Fig. 1: signal metal coverage by tile
Bar = 20 microns. 23 x 23 tiles, from dark purple (low) to yellow (high), scaled to the fullest tile. Values are wire area over tile area, all layers added.
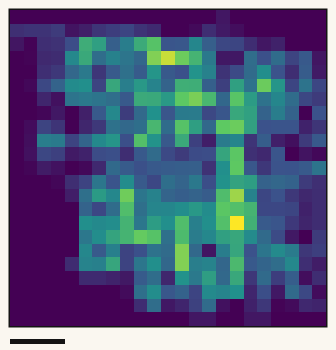
Fig. 2: routing congestion
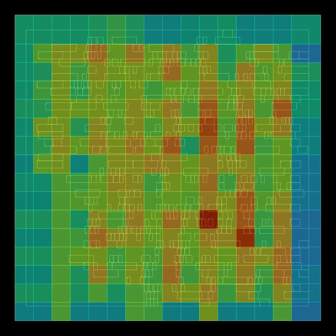
Fig. 3: placement by cell class
Bar = 20 microns.
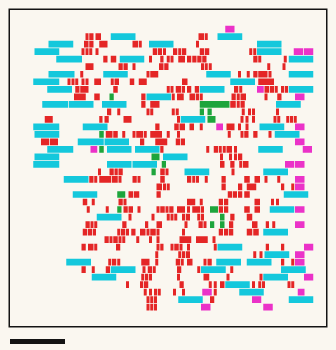
Fig. 4: cell sizes after repair
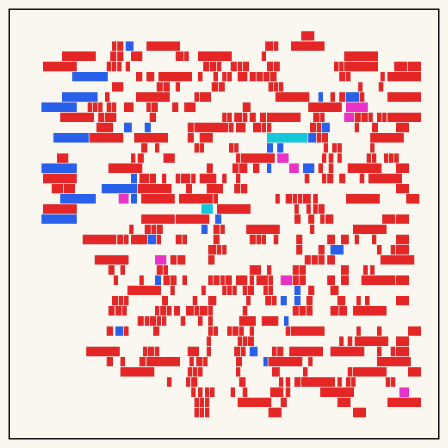
**config.mk**
```make
export PLATFORM = sky130hd
export DESIGN_NAME = reaction_round_ctrl
export DESIGN_NICKNAME = d
export VERILOG_FILES = /design/src/rtl/reaction_round_ctrl.sv
export SDC_FILE = /design/constraint.sdc
export NUM_CORES = 1
export LEC_CHECK = 0
export ABC_AREA = 1
export CORE_MARGIN = 4
export CORE_UTILIZATION = 30
export CTS_BUF_LIST = sky130_fd_sc_hd__clkbuf_2
export DETAILED_ROUTE_END_ITERATION = 8
export PLACE_DENSITY_LB_ADDON = 0.05
export SLEW_MARGIN = 10
export SYNTH_ARGS = -nofsm -noshare
export SYNTH_HDL_FRONTEND = slang
export SYNTH_SLANG_ARGS = --single-unit
```
**constraint.sdc**
```tcl
create_clock -name clk -period 4.45 [get_ports clk]
set_input_delay 0.89 -clock clk [delete_from_list [all_inputs] [get_ports clk]]
set_output_delay 0.89 -clock clk [all_outputs]
set_load 0.02 [all_outputs]
```
**src/rtl/reaction_round_ctrl.sv**
```systemverilog
// reaction_round_ctrl: sequences one reaction-game round. It waits a pseudo-random
// delay, lights the stimulus LED, times the press in ms, and holds the result until acked.
// Ports: clk, rst_n (async, active low); tick_1ms (1 ms strobe);
//   start (level; a rising edge starts a round); mode (difficulty);
//   btn (player button, level); stim_led (stimulus LED); busy (round in progress);
//   result_valid, result_ms, false_start, timeout (result bundle); result_ack (consumer accept).
module reaction_round_ctrl #(
    parameter int          TIME_W       = 10,
    parameter int          MIN_DELAY_MS = 1000,
    parameter int          RAND_W       = 11,
    parameter int          TIMEOUT_MS   = 999,
    parameter logic [15:0] LFSR_SEED    = 16'hACE1
) (
    input  logic              clk,
    input  logic              rst_n,
    input  logic              tick_1ms,
    input  logic              start,
    input  logic [1:0]        mode,
    input  logic              btn,
    output logic              stim_led,
    output logic              busy,
    output logic              result_valid,
    output logic [TIME_W-1:0] result_ms,
    output logic              false_start,
    output logic              timeout,
    input  logic              result_ack
);

    // Delay counter is wide enough for MIN_DELAY_MS + 2^RAND_W - 1.
    localparam int DLY_W = $clog2(MIN_DELAY_MS + (1 << RAND_W));

    localparam logic [TIME_W-1:0] LIM_EASY  = TIME_W'(TIMEOUT_MS);
    localparam logic [TIME_W-1:0] LIM_MED   = TIME_W'(TIMEOUT_MS >> 1);
    localparam logic [TIME_W-1:0] LIM_HARD  = TIME_W'(TIMEOUT_MS >> 2);
    localparam logic [DLY_W-1:0]  DLY_MIN   = DLY_W'(MIN_DELAY_MS);
    localparam logic [DLY_W-1:0]  DLY_ONE   = DLY_W'(1);
    // x^16 + x^14 + x^13 + x^11 + 1, right-shifting Galois form
    localparam logic [15:0]       LFSR_TAPS = 16'hB400;

    typedef enum logic [2:0] {
        IDLE,
        ARM,
        WAIT,
        GO,
        DONE
    } state_t;

    state_t state;
    state_t state_nx;

    logic              start_q;
    logic              btn_q;
    logic              start_rise;
    logic              btn_rise;
    logic [15:0]       lfsr;
    logic [DLY_W-1:0]  delay_cnt;
    logic [DLY_W-1:0]  delay_nx;
    logic [TIME_W-1:0] ms_cnt;
    logic [TIME_W-1:0] ms_nx;
    logic [TIME_W-1:0] limit;
    logic [TIME_W-1:0] limit_nx;
    logic [TIME_W-1:0] mode_limit;
    logic [TIME_W-1:0] res_nx;
    logic              fs_nx;
    logic              to_nx;

    assign start_rise = start & ~start_q;
    assign btn_rise   = btn & ~btn_q;

    always_comb begin
        mode_limit = LIM_HARD;
        case (mode)
            2'd0:    mode_limit = LIM_EASY;
            2'd1:    mode_limit = LIM_MED;
            default: mode_limit = LIM_HARD;
        endcase
    end

    always_ff @(posedge clk or negedge rst_n) begin
        if (!rst_n) begin
            state <= IDLE;
        end else begin
            state <= state_nx;
        end
    end

    always_comb begin
        state_nx = state;
        delay_nx = delay_cnt;
        ms_nx    = ms_cnt;
        limit_nx = limit;
        res_nx   = result_ms;
        fs_nx    = false_start;
        to_nx    = timeout;
        case (state)
            IDLE: begin
                if (start_rise) begin
                    state_nx = ARM;
                    res_nx   = '0;
                    fs_nx    = 1'b0;
                    to_nx    = 1'b0;
                    limit_nx = mode_limit;
                end
            end
            ARM: begin
                if (!btn) begin
                    state_nx = WAIT;
                    delay_nx = DLY_MIN + DLY_W'(lfsr[RAND_W-1:0]);
                end
            end
            WAIT: begin
                // A press always beats delay expiry on the same clk.
                if (btn_rise) begin
                    state_nx = DONE;
                    fs_nx    = 1'b1;
                    res_nx   = '0;
                end else if (tick_1ms) begin
                    delay_nx = delay_cnt - DLY_ONE;
                    if (delay_cnt <= DLY_ONE) begin
                        state_nx = GO;
                        ms_nx    = '0;
                    end
                end
            end
            GO: begin
                // A press beats the timeout, and a tick on the press clk is not counted.
                if (btn_rise) begin
                    state_nx = DONE;
                    res_nx   = ms_cnt;
                end else if (tick_1ms) begin
                    if (ms_cnt == limit - 1'b1) begin
                        state_nx = DONE;
                        to_nx    = 1'b1;
                        res_nx   = limit;
                    end else begin
                        ms_nx = ms_cnt + 1'b1;
                    end
                end
            end
            DONE: begin
                if (result_ack) begin
                    state_nx = IDLE;
                end
            end
            default: state_nx = IDLE;
        endcase
    end

    // Outputs are registered from the next state, so they line up with the state register.
    always_ff @(posedge clk or negedge rst_n) begin
        if (!rst_n) begin
            start_q      <= 1'b0;
            btn_q        <= 1'b0;
            lfsr         <= LFSR_SEED;
            delay_cnt    <= '0;
            ms_cnt       <= '0;
            limit        <= '0;
            stim_led     <= 1'b0;
            busy         <= 1'b0;
            result_valid <= 1'b0;
            result_ms    <= '0;
            false_start  <= 1'b0;
            timeout      <= 1'b0;
        end else begin
            start_q      <= start;
            btn_q        <= btn;
            lfsr         <= {1'b0, lfsr[15:1]} ^ (lfsr[0] ? LFSR_TAPS : 16'h0000);
            delay_cnt    <= delay_nx;
            ms_cnt       <= ms_nx;
            limit        <= limit_nx;
            stim_led     <= (state_nx == GO);
            busy         <= (state_nx != IDLE);
            result_valid <= (state_nx == DONE);
            result_ms    <= res_nx;
            false_start  <= fs_nx;
            timeout      <= to_nx;
        end
    end

endmodule

```
==> flow_summary.toml <==
# flow metrics
[synthesis]
synth_area_per_cell_sq_um = 7.732
yosysTopAreaCellShare_pct = 40.55
ys_area_sq_um = 3395
synth_flops = 63
ys_types = 33
ys_seq_share_pct = 46.74
common_cells = "nand2_1 (112), dfrtp_1 (55), inv_1 (46)"
synth_area_sq_um = 3395
topCellsByArea = "dfrtp_1 (41%), nand2_1 (12%), dfstp_2 (6.2%)"
yosysWarnings = 0
fp_nets = 453
synth-edff-count = 0
ys_cells = 439
top_cell = "nand2_1"
synthArstFlopShare_pct = 100.0
syn_inst = 439
ff_type = "dfrtp_1"
yosysTopAreaCell = "dfrtp_1"

[floorplanning]
fp_util_pct = 31.04
io_pins = 23
die_w_microns = 114.4
fp.dieH_microns = 114.4
die-area_sq_um = 13080

[placement]
dp_cells = 590
port_buffers = 22
dp_hpwl_microns = 6169
place_congestion = 0.7740

[setup_path]
cp-start-kind = "flip-flop"
r2r_start = "state[0]"
cp.required_ns = 4.83
worstReg2RegEnd = "ms_cnt[6]"
rr_worst_depth = 9
r2r_slack_ns = 1.56
critical_path_class = "flip-flop to flip-flop"
cp.arrival_ns = 3.28
path_max_fanout = 20
end_kind = "flip-flop"

[power]
ir_drop_v = 0.0002113
powerDensity_nw_per_um2 = 521.8
leakagePower_nw = 1.796

[cts]
clock_sink_count = 63
cts_buffer_depth = 2
ctsHtreeMaxLevel = 3
cts_root_buffer = "clkbuf_2"
numCtsBuffers = 9
cts_resized = 0
tritoncts = "done"
post_cts_buffers = 0
worstSkewPairLatency_ns = 0.47
holdBufCountCts = 0
cts.clk_slew.worst_paths_ns = 0.21

[job]
tool_warnings = 28
maxCapViolCount = 0

[sta]
tightest_slew_ns = 0.8409
finalSetupTns_ns = 0
rsz0062_at_grt = "false"
hold_viol_final = 0
relSlewSlack_pct = 43.68
fmax_ghz = 0.3458
fin_crit_sh_pct = 64.98
skew_ns = 0.03789
min_period_ns = 2.891
setup_viol = 0
drv_slew = 0

[route]
vias_per_cell = 4.675
drc = 0
drtPass1Iterations = 4
drtIter0Drc = 174
vias = 2833
antenna_left = 0

[min_path]
hp-class = "flip-flop to flip-flop"
min_from = "lfsr[12]"
hold_path_end = "lfsr[11]"
whs_path_depth = 0

[global_routing]
grt_pass1_vias = 2918
grt_first_pass_wirelength_microns = 14540
grt_max_degree = 46
grt_overflow = 0
antenna_found_initial = 0

[status]
status = "complete, no violations"

[finish]
nets = 475
drive_gt1_share_pct = 9.227
diodes = 0
layoutNonFillerInstCount = 606
## Picture notes: Fig. 1
nearly empty tiles	25%
fullest tile	0.39
tiles over half the peak	14%
drt wl/cell: 13.81 microns
total wire length: 8368 microns
GRT Resource Usage Total: 13.97%

## Picture notes: Fig. 2
met2 usage: 21.86%
grt met1 use: 19.47%
GRT busiest layer: met2
met3 Usage GRT: 2.537%
final core utilization: 35.33%

## Picture notes: Fig. 3
color	class	cells
green	clock drivers and dummy loads	16
magenta	remaining buffers and delay cells	25
red	remaining logic cells	362
cyan	registers	63
Seq/total area: 41.06%
Rows: 38
post-route cell area: 3864 sq um
core area: 10,940 sq um

## Picture notes: Fig. 4
color	size	cells	share
red	x1 and smaller	423	91%
magenta	x3 and x4	8	1.7%
blue	x2	33	7.1%
cyan	x6 and larger	2	0.43%
Layout area overhead: 13.82%
nonclk buf count: 25
Final WS setup: 1.559 ns

[cell usage in the layout, fill, tap and decap left out, types with 8 or more instances in the layout]
cell,Yosys,final
dfrtp_1,55,55
a21oi_1,27,27
o21ai_0,23,23
clkdlybuf4s50_1,0,21
dfstp_2,8,8
clkbuf_2,0,10
nand4_1,16,16
nand3_1,30,30
nor2_1,35,35
nand2_1,112,112
o21ai_1,13,13
nor3_1,12,11
inv_1,46,46
[critical path, cell delays in order, from the launching register on]
cell,delay (ns)
dfrtp_1,0.49
nor3_4,0.65
inv_1,0.47
nor2_1,0.25
inv_1,0.10
nand2_1,0.08
a21oi_1,0.04
nand2_1,0.50
nand2_1,0.11
o21ai_1,0.11
[layout make-up]
| cell class | count | area [sq um] |
|---|---|---|
| Multi-Input combinational cell | 312 | 1554 |
| Timing Repair Buffer | 25 | 240.2 |
| Tap cell | 140 | 175.2 |
| Inverter | 50 | 187.7 |
| Sequential cell | 63 | 1587 |
| Clock buffer | 10 | 50.05 |
| Clock inverter | 6 | 70.07 |
| Fill cell | 1217 | 7072 |
[registers in the layout, summed over array words and instances (netlist names)]
name	cells
result_ms	10
busy	1
lfsr	16
limit	5
result_valid	1
timeout	1
start_q	1
state	3
btn_q	1
false_start	1
ms_cnt	10
stim_led	1
delay_cnt	12
[kinds of logic (layout without fill, tap and decap cells)]
logic type,count (synthesis),in the layout,synth area share [%]
xor gates and xnor gates,13,13,3.354
and+or+nand+nor,218,218,28.24
AOI/OAI and AO/OA,75,75,11.83
adders and majority gates,6,6,2.212
buffers and inverters,64,91,7.630
DFF,63,63,46.74
[worst max path at each step]
stage,startpoint,end,cells after the start
floorplan,btn,ms_cnt[8],10
global placement,btn,result_ms[4],7
detailed placement,btn,ms_cnt[6],10
CTS,state[0],ms_cnt[9],9
global route,state[2],ms_cnt[9],9
finish,state[0],ms_cnt[6],9
[per-layer routing]
layer	wire length [microns]	vias to the layer above	track usage (%)	share of wire [%]
li1	-	1490	-	-
met1	4394	1303	19.47	53
met2	3680	36	21.86	44
met3	212	4	2.537	2.5
met4	81	0	4.751	0.97
met5	0	-	0	0
[report_power, final]
| group | switching, mW | total [mW] | internal [mW] |
|---|---|---|---|
| clock | 0.231 | 0.368 | 0.137 |
| combinational | 0.528 | 0.820 | 0.292 |
| sequential | 0.132 | 0.828 | 0.697 |
[metrics by stage]
stage	total power [mW]	instance area, sq um	hold slack, ns	util [%]	setup WS (ns)
global placement	1.665	3741	0.3466	34.21	1.333
finish	2.016	3864	0.3817	35.33	1.559
floorplan	1.419	3395	0.3330	-	2.375
global route	2.217	3864	0.3830	35.33	1.178
detailed placement	1.671	3741	0.3392	34.21	1.268
CTS	2.056	3861	0.3853	35.31	1.512
No activity file was given, so power comes from the tool's default toggle rates.
